**Run 1: sequential cells grouped by signal name**

Bar = 20 um.
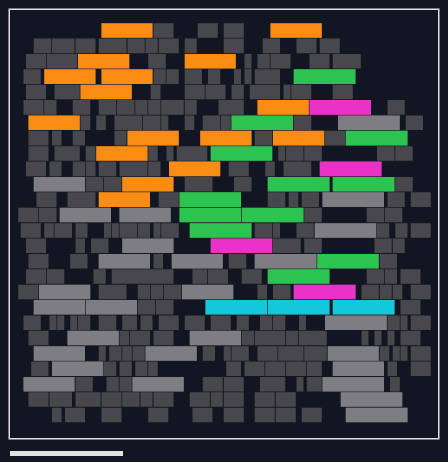
**Run 1: wiring by layer**

Bar = 20 um.
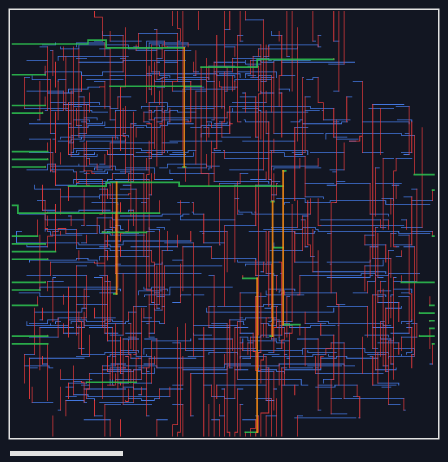
**Run 1: drive-strength map**

Bar = 20 um.
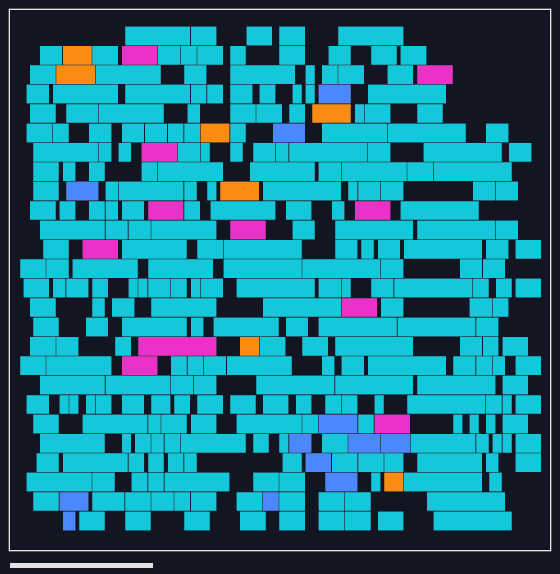
**src/rtl/pipe_hazard_ctrl.sv**
```systemverilog
// In-order pipeline control for the 16-bit core.
// Keeps its own scoreboard of slots 2..STAGES-1, decides stalls, flushes,
// redirects and EX operand bypass, and counts stall and flush cycles.
module pipe_hazard_ctrl #(
   parameter int STAGES   = 5,
   parameter int RA_W     = 4,
   parameter int LOAD_LAT = 1,
   parameter int SEL_W    = 3
) (
   input  logic             CLK,
   input  logic             RST,
   input  logic             id_valid,
   input  logic [RA_W-1:0]  id_rs1,
   input  logic [RA_W-1:0]  id_rs2,
   input  logic             id_rs1_en,
   input  logic             id_rs2_en,
   input  logic [RA_W-1:0]  id_rd,
   input  logic             id_rd_en,
   input  logic             id_is_load,
   input  logic             redirect_ex,
   input  logic             redirect_mem,
   input  logic             mem_wait,
   output logic             pc_write,
   output logic [1:0]       pc_sel,
   output logic             ifid_write,
   output logic             flush_ifid,
   output logic             bubble,
   output logic             flush_ex,
   output logic [SEL_W-1:0] fwd_sel1,
   output logic [SEL_W-1:0] fwd_sel2,
   output logic [15:0]      stall_cnt,
   output logic [15:0]      flush_cnt
);

   // Scoreboard: index is the slot number (2 = ID/EX, 3.. = post-EX).
   logic            vld   [2:STAGES-1];
   logic [RA_W-1:0] rd    [2:STAGES-1];
   logic            rd_en [2:STAGES-1];
   logic            ld    [2:STAGES-1];

   // Source operands of the instruction currently in EX.
   logic [RA_W-1:0] rs1_p2;
   logic [RA_W-1:0] rs2_p2;
   logic            rs1_en_p2;
   logic            rs2_en_p2;

   logic [15:0]     stall_q;
   logic [15:0]     flush_q;

   logic            load_hit;
   logic            take_mem;
   logic            take_ex;
   logic            lu_stall;
   logic            bubble_i;
   logic            advance;
   logic [SEL_W-1:0] fsel1;
   logic [SEL_W-1:0] fsel2;

   // Counters stick at all-ones instead of wrapping.
   function automatic logic [15:0] sat_inc(input logic [15:0] c);
      return (c == 16'hFFFF) ? c : c + 16'd1;
   endfunction

   // Load-use hit: an ID source matches a load still inside its latency window.
   always_comb begin
      load_hit = 1'b0;
      for (int s = 2; s <= 1 + LOAD_LAT; s++) begin
         if (vld[s] && rd_en[s] && ld[s] &&
             ((id_rs1_en && (id_rs1 == rd[s])) || (id_rs2_en && (id_rs2 == rd[s]))))
            load_hit = 1'b1;
      end
   end

   // Priority: freeze > redirect_mem > redirect_ex > load-use stall > normal.
   assign take_mem = ~mem_wait & redirect_mem;
   assign take_ex  = ~mem_wait & ~redirect_mem & redirect_ex;
   assign lu_stall = ~mem_wait & ~redirect_mem & ~redirect_ex & id_valid & load_hit;
   assign bubble_i = take_mem | take_ex | lu_stall;
   // Front end moves on redirects too: IF/ID must be written to take the NOP.
   assign advance  = ~mem_wait & ~lu_stall;

   // Outputs are forced low while reset is asserted, without waiting for a clock.
   assign pc_write   = RST & advance;
   assign ifid_write = RST & advance;
   assign bubble     = RST & bubble_i;
   assign flush_ifid = RST & (take_mem | take_ex);
   assign flush_ex   = RST & take_mem;
   assign pc_sel     = !RST    ? 2'd0 :
                       take_mem ? 2'd2 :
                       take_ex  ? 2'd1 : 2'd0;
   assign fwd_sel1   = fsel1;
   assign fwd_sel2   = fsel2;
   assign stall_cnt  = stall_q;
   assign flush_cnt  = flush_q;

   // Bypass select: scan from the oldest slot down so the youngest match wins.
   always_comb begin
      fsel1 = '0;
      fsel2 = '0;
      for (int k = STAGES - 1; k >= 3; k--) begin
         if (vld[k] && rd_en[k] && !(ld[k] && (k <= 2 + LOAD_LAT))) begin
            if (rd[k] == rs1_p2) fsel1 = SEL_W'(k);
            if (rd[k] == rs2_p2) fsel2 = SEL_W'(k);
         end
      end
      if (!(RST && vld[2] && rs1_en_p2)) fsel1 = '0;
      if (!(RST && vld[2] && rs2_en_p2)) fsel2 = '0;
   end

   // Slot valid bits and counters; frozen pipe holds, only stall_q moves.
   always_ff @(posedge CLK or negedge RST) begin
      if (!RST) begin
         for (int s = 2; s < STAGES; s++) vld[s] <= 1'b0;
         stall_q <= '0;
         flush_q <= '0;
      end else if (mem_wait) begin
         stall_q <= sat_inc(stall_q);
      end else begin
         vld[2] <= id_valid & ~bubble_i;
         vld[3] <= vld[2] & ~take_mem;
         for (int s = 4; s < STAGES; s++) vld[s] <= vld[s-1];
         if (take_mem | take_ex) flush_q <= sat_inc(flush_q);
         if (lu_stall)           stall_q <= sat_inc(stall_q);
      end
   end

   // Slot payload shifts with the valid bits; it is meaningless while vld is low.
   always_ff @(posedge CLK) begin
      if (!mem_wait) begin
         rd[2]     <= id_rd;
         rd_en[2]  <= id_rd_en;
         ld[2]     <= id_is_load;
         rs1_p2    <= id_rs1;
         rs2_p2    <= id_rs2;
         rs1_en_p2 <= id_rs1_en;
         rs2_en_p2 <= id_rs2_en;
         for (int s = 3; s < STAGES; s++) begin
            rd[s]    <= rd[s-1];
            rd_en[s] <= rd_en[s-1];
            ld[s]    <= ld[s-1];
         end
      end
   end

endmodule

```
**config.mk**
```make
export PLATFORM = sky130hd
export DESIGN_NAME = pipe_hazard_ctrl
export DESIGN_NICKNAME = d
export VERILOG_FILES = /design/src/rtl/pipe_hazard_ctrl.sv
export SDC_FILE = /design/constraint.sdc
export NUM_CORES = 1
export LEC_CHECK = 0
export CAP_MARGIN = 10
export CORE_UTILIZATION = 54
export DETAILED_ROUTE_END_ITERATION = 7
export GPL_ROUTABILITY_DRIVEN = 0
export PLACE_DENSITY_LB_ADDON = 0.2
export SLEW_MARGIN = 20
export SYNTH_ARGS = -nofsm -noshare
export SYNTH_HDL_FRONTEND = slang
export SYNTH_SLANG_ARGS = --single-unit
```
**constraint.sdc**
```tcl
create_clock -name CLK -period 4.95 [get_ports CLK]
set_input_delay 0.99 -clock CLK [delete_from_list [all_inputs] [get_ports CLK]]
set_output_delay 0.99 -clock CLK [all_outputs]
set_load 0.03 [all_outputs]
```
==> commit_impl_results.txt, run 1 <==
Store results of the implementation flow

- Result of the run: finished, final reports clean
- Cell with the biggest individual delay on the critical path: sky130_fd_sc_hd__clkdlybuf4s50_1
- The number of nets handed over by synthesis was 254.
* EDFF count, synth: 27
- For the worst setup path, the data arrival time is between 3 and 4 ns.
- Worst Hold End: rd_en[3]
- OpenROAD reports that the post-layout worst path occupies 82.8% of the period.
- Counting distinct cell types in the post-synthesis netlist gives 38.
- Maximum clock frequency: 244 MHz
* Clock Tree Buf Depth: 2
- The final power report lists total power as between 1.5 and 2 mW.
- Synth Area in Simple Gates: about 18%
- Cell class with the largest area share: sequential cells
- Setup slack of the most critical reg-to-reg path: 2.63 ns
- STA reports the tightest min-delay check as being of type register to register.
* Origin of the worst setup path: mem_wait
- In this run the tools logged warnings totalling 26.
- Maximum Capacitance Violations: 0
- FFs w/ async S/R, synth: a little under three fifths
* Total negative slack: 0 ns
- After layout the clock buffers and inverters come to 4.89% of cell area.
- Later-pin clock latency in the skew report: 0.34 ns
- Pwr/cell area: 402 mW/mm^2
* Most Used Layer, Global Route: met2
* FF-to-FF path depth: 5
* Slowest cell delay on critical path: 0.69 ns
- In the final layout, the share of cells above drive strength 1 is 9.77%.
* Number of antenna violations at the first check in global routing: 0
- Setup repair after global routing left no endpoint under its margin.
## Picture notes: 'sequential cells grouped by signal name'
- cyan: `rd_en` (sequential cells 3)
- green: `rd` (sequential cells 12)
- orange: `stall_cnt` (sequential cells 16)
- magenta: `rs1_p2` (sequential cells 4; where right middle)

## Picture notes: 'wiring by layer'
- red: metal 2 (wire length 2810 um)
- orange: metal 4 (wire length 119 um)
- blue: metal 1 (wire length 2640 um)
- green: metal 3 (wire length 270 um)
WL final: 5850 um
global-route usage over all layers: 22.7%

## Picture notes: 'drive-strength map'
- magenta: _6 and larger (cells 11; share 3.6%; most used clkbuf_8)
- cyan: _0 and _1 cells (cells 277; share 90%; most used clkdlybuf4s50_1)
- blue: _2 cells (cells 12; share 3.9%)
- orange: _3 and _4 cells (cells 7; share 2.3%; most used mux2_4)

## run 1: power by group
group / internal, mW / switching, mW
Combinational: 0.189 / 0.213
Clock: 0.248 / 0.185
Sequential: 0.614 / 0.0879
Total: 1.05 / 0.485
## run 1: sequential cells by signal, indices dropped and copies added (netlist names)
| signal | flops |
|---|---|
| rd_en | 3 |
| rd | 12 |
| flush_cnt | 16 |
| rs2_en_p2 | 1 |
| rs2_p2 | 4 |
| rs1_p2 | 4 |
| vld | 3 |
| rs1_en_p2 | 1 |
| ld | 2 |
| stall_cnt | 16 |
## run 1: worst register-to-register path, stage by stage, from the launching register on
cell and delay (ns):
sky130_fd_sc_hd__dfrtp_1 0.40, sky130_fd_sc_hd__nor3b_2 0.25, sky130_fd_sc_hd__nand4_1 0.17, sky130_fd_sc_hd__o221ai_2 0.80
sky130_fd_sc_hd__nand4_2 0.24, sky130_fd_sc_hd__mux2_4 0.35
## run 1: cells by family after synthesis
family	count (synthesis)
AOI/OAI and AO/OA	24
xor gates and xnor gates	46
adders and majority gates	2
buffers and inverters	8
DFF	62
muxes	5
and+or+nand+nor	83
## run 1: layer usage
metal | share of wire, % | up-vias | routed length, um
met2 | 48 | 46 | 2810
met3 | 4.6 | 12 | 270
li1 | - | 999 | -
met1 | 45 | 996 | 2640
met4 | 2.0 | 0 | 119
met5 | 0 | - | 0
## run 1: stage by stage
step                utilization, %  hold slack [ns]
finish                        73.8            0.448
global route                  73.8            0.457
CTS                           73.8            0.445
detailed placement            70.2            0.436
global placement              70.2            0.439
floorplan                        -            0.418
## run 1: worst max path at each step
stage	end	slack (ns)
2_1_floorplan	pc_write	1.47
3_3_place_gp	bubble	0.92
3_5_place_dp	bubble	0.85
4_1_cts	bubble	0.84
5_1_grt	bubble	0.65
6_report	bubble	0.85
**Run 1: port wiring**

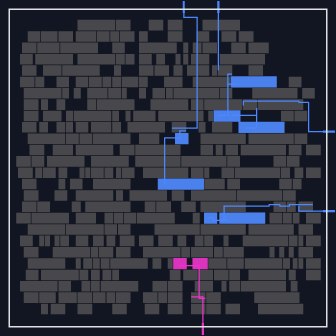

--- run 2 (diff from run 1) ---
Settings changed: CORE_UTILIZATION 54 to 45.
Clock period 4.95 ns to 3.7 ns, I/O delays scaled along.
**Run 2: port wiring**

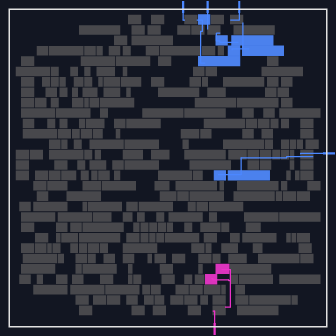
- magenta: `id_valid` (bits 1; direction input; end cells 2; buffers 1; wire 23.0 um)
- blue: `id_rs1` (bits 4; direction input; end cells 8; buffers 4; wire 83.2 um)
I/O pin total: 67
count of input and output buffers: 66

**Run 2: wiring by layer**

Bar = 20 um.
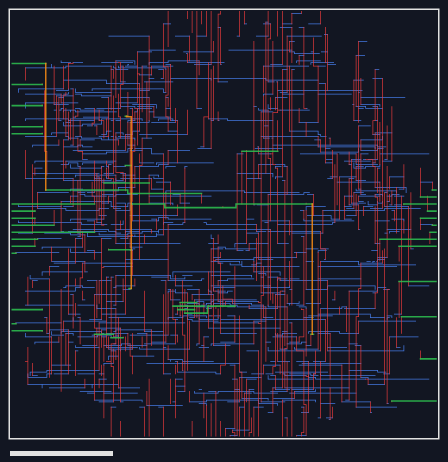
- red: metal 2 (wire length 2980 um)
- blue: metal 1 (wire length 2730 um)
- orange: metal 4 (wire length 83.9 um)
- green: metal 3 (wire length 278 um)

**Run 2: the clock network**

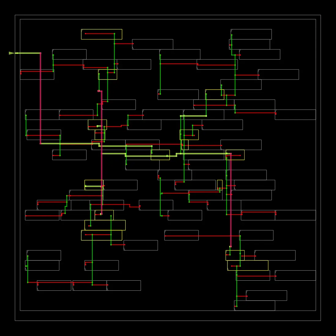
clock buffer count: 9
total number of sequential cells: 62
TritonCTS Buffers: 9

==> commit_impl_results.txt, run 2 <==
Store results of the implementation flow

* Antenna diode instance count: 0
- Net load switching power: 0.678 mW
- Worst min-delay path category: input pin to asynchronous set/reset pin
- Clock Tree Buf Depth: 2
- Proportion of power drawn by the clock network: 34.0%
* Sw Share: between 20% and 30%
- In the log, the iteration count for the first detailed-route pass is 4.
- Total via count in the routed design: 2071
* Worst hold margin: 0.264 ns
- At the end of the flow the core is filled with cells to 62.0%.
* Nets at Floorplan: around 250
- WL final: 6070 um
* Share of the synthesized area in the top cell type: 29.9%
- Counting every sink on the clock net gives between 60 and 70.
* Pwr/cell area: just under 600 mW/mm^2
* Maximum clock frequency: roughly 280 MHz
- Setup repair after global routing left no endpoint under its margin.
* Cell Count Post-Placement: 371
- EDFF count, synth: 27
- Arrival time of the worst setup path: 2.78 ns
- Number of antenna violations at the first check in global routing: 0
- Later-pin clock latency in the skew report: 0.33 ns
* Cell internal power dissipation: around 1.6 mW
- Sequential elements use 57.5% of the synthesized area.
* Tally of OpenROAD warnings: 26
- Maximum Capacitance Violations: 0
* Sequential share of power: 41.9%
- Result of the run: finished, final reports clean
* Global-route usage over all layers: 19.7%
- Synthesized chip area reported by yosys: 0.00293 mm^2
- Worst-path maximum fanout: 5
- Ratio of cells with drive above 1 in the final layout: roughly an eighth
* Setup slack after layout: 0.179 ns
- Final critical-path share of the clock period: 95.2%
- Setup slack of the most critical reg-to-reg path: 1.59 ns
- Synth Instances: around 230
* Logic pwr share: 24.1%
- Summed over all failing endpoints, the final setup total negative slack is 0 ns.
- Final total power: 2.27 mW
- FF-to-FF path depth: 5
* FFs w/ async S/R, synth: around 56%
- STA classifies the critical path startpoint as an input pin.
- In the Yosys stats the netlist draws on 38 distinct library cells.
- Iter 0 DRT Violations: 63
- The core region is between 0.006 and 0.007 mm^2.
- The finished layout holds 387 standard cells, fillers aside.
- The cell sitting at the root of the clock tree is a sky130_fd_sc_hd__clkbuf_8.
==> run 2: layer usage <==
metal | vias to the layer above | wire [um] | track usage [%]
li1 | 1002 | - | -
met1 | 1007 | 2730 | 26.7
met2 | 53 | 2980 | 30.3
met3 | 9 | 278 | 4.84
met4 | 0 | 83 | 7.76
met5 | - | 0 | 0
==> run 2: area by class of cell <==
type | count | area [um^2]
fill | 524 | 2400
multi-input combinational | 160 | 1180
sequential | 62 | 1690
tap | 77 | 96.3
clock inverter | 7 | 136
inverter | 1 | 3.75
clock buffer | 9 | 124
timing repair buffer | 71 | 686
==> run 2: worst max-delay path, stage by stage <==
cell and delay [ns]:
sky130_fd_sc_hd__clkdlybuf4s50_1 0.48, sky130_fd_sc_hd__nor3b_2 0.27, sky130_fd_sc_hd__nand4_1 0.16, sky130_fd_sc_hd__o22ai_1 0.24
sky130_fd_sc_hd__nor2_1 0.10, sky130_fd_sc_hd__nor2b_1 0.12, sky130_fd_sc_hd__clkdlybuf4s50_1 0.68
==> run 2: cell families after synthesis <==
family	synth area share [%]
DFF	57.5
adders and majority gates	0.853
and+or+nand+nor	17.5
muxes	2.30
AOI/OAI and AO/OA	5.80
xor gates and xnor gates	13.7
buffers and inverters	2.30
==> run 2: how the worst max path moves through the flow <==
stage                 startpoint       end  cells after the start
finish              redirect_mem    bubble                      7
detailed placement  redirect_mem    bubble                      7
CTS                 redirect_mem    bubble                      7
global placement    redirect_mem    bubble                      7
global route        redirect_mem    bubble                      7
floorplan            redirect_ex  pc_write                      5
==> run 2: power by group through the flow <==
stage                     clock, mW  sequential [mW]  combinational [mW]
after floorplan                   0             1.07               0.188
after global placement            0            0.956               0.539
after detailed placement          0            0.957               0.546
after CTS                     0.787            0.949               0.550
after global routing          0.820            0.966               0.584
final                         0.770            0.949               0.546
No activity file was given, so power comes from the tool's default toggle rates.
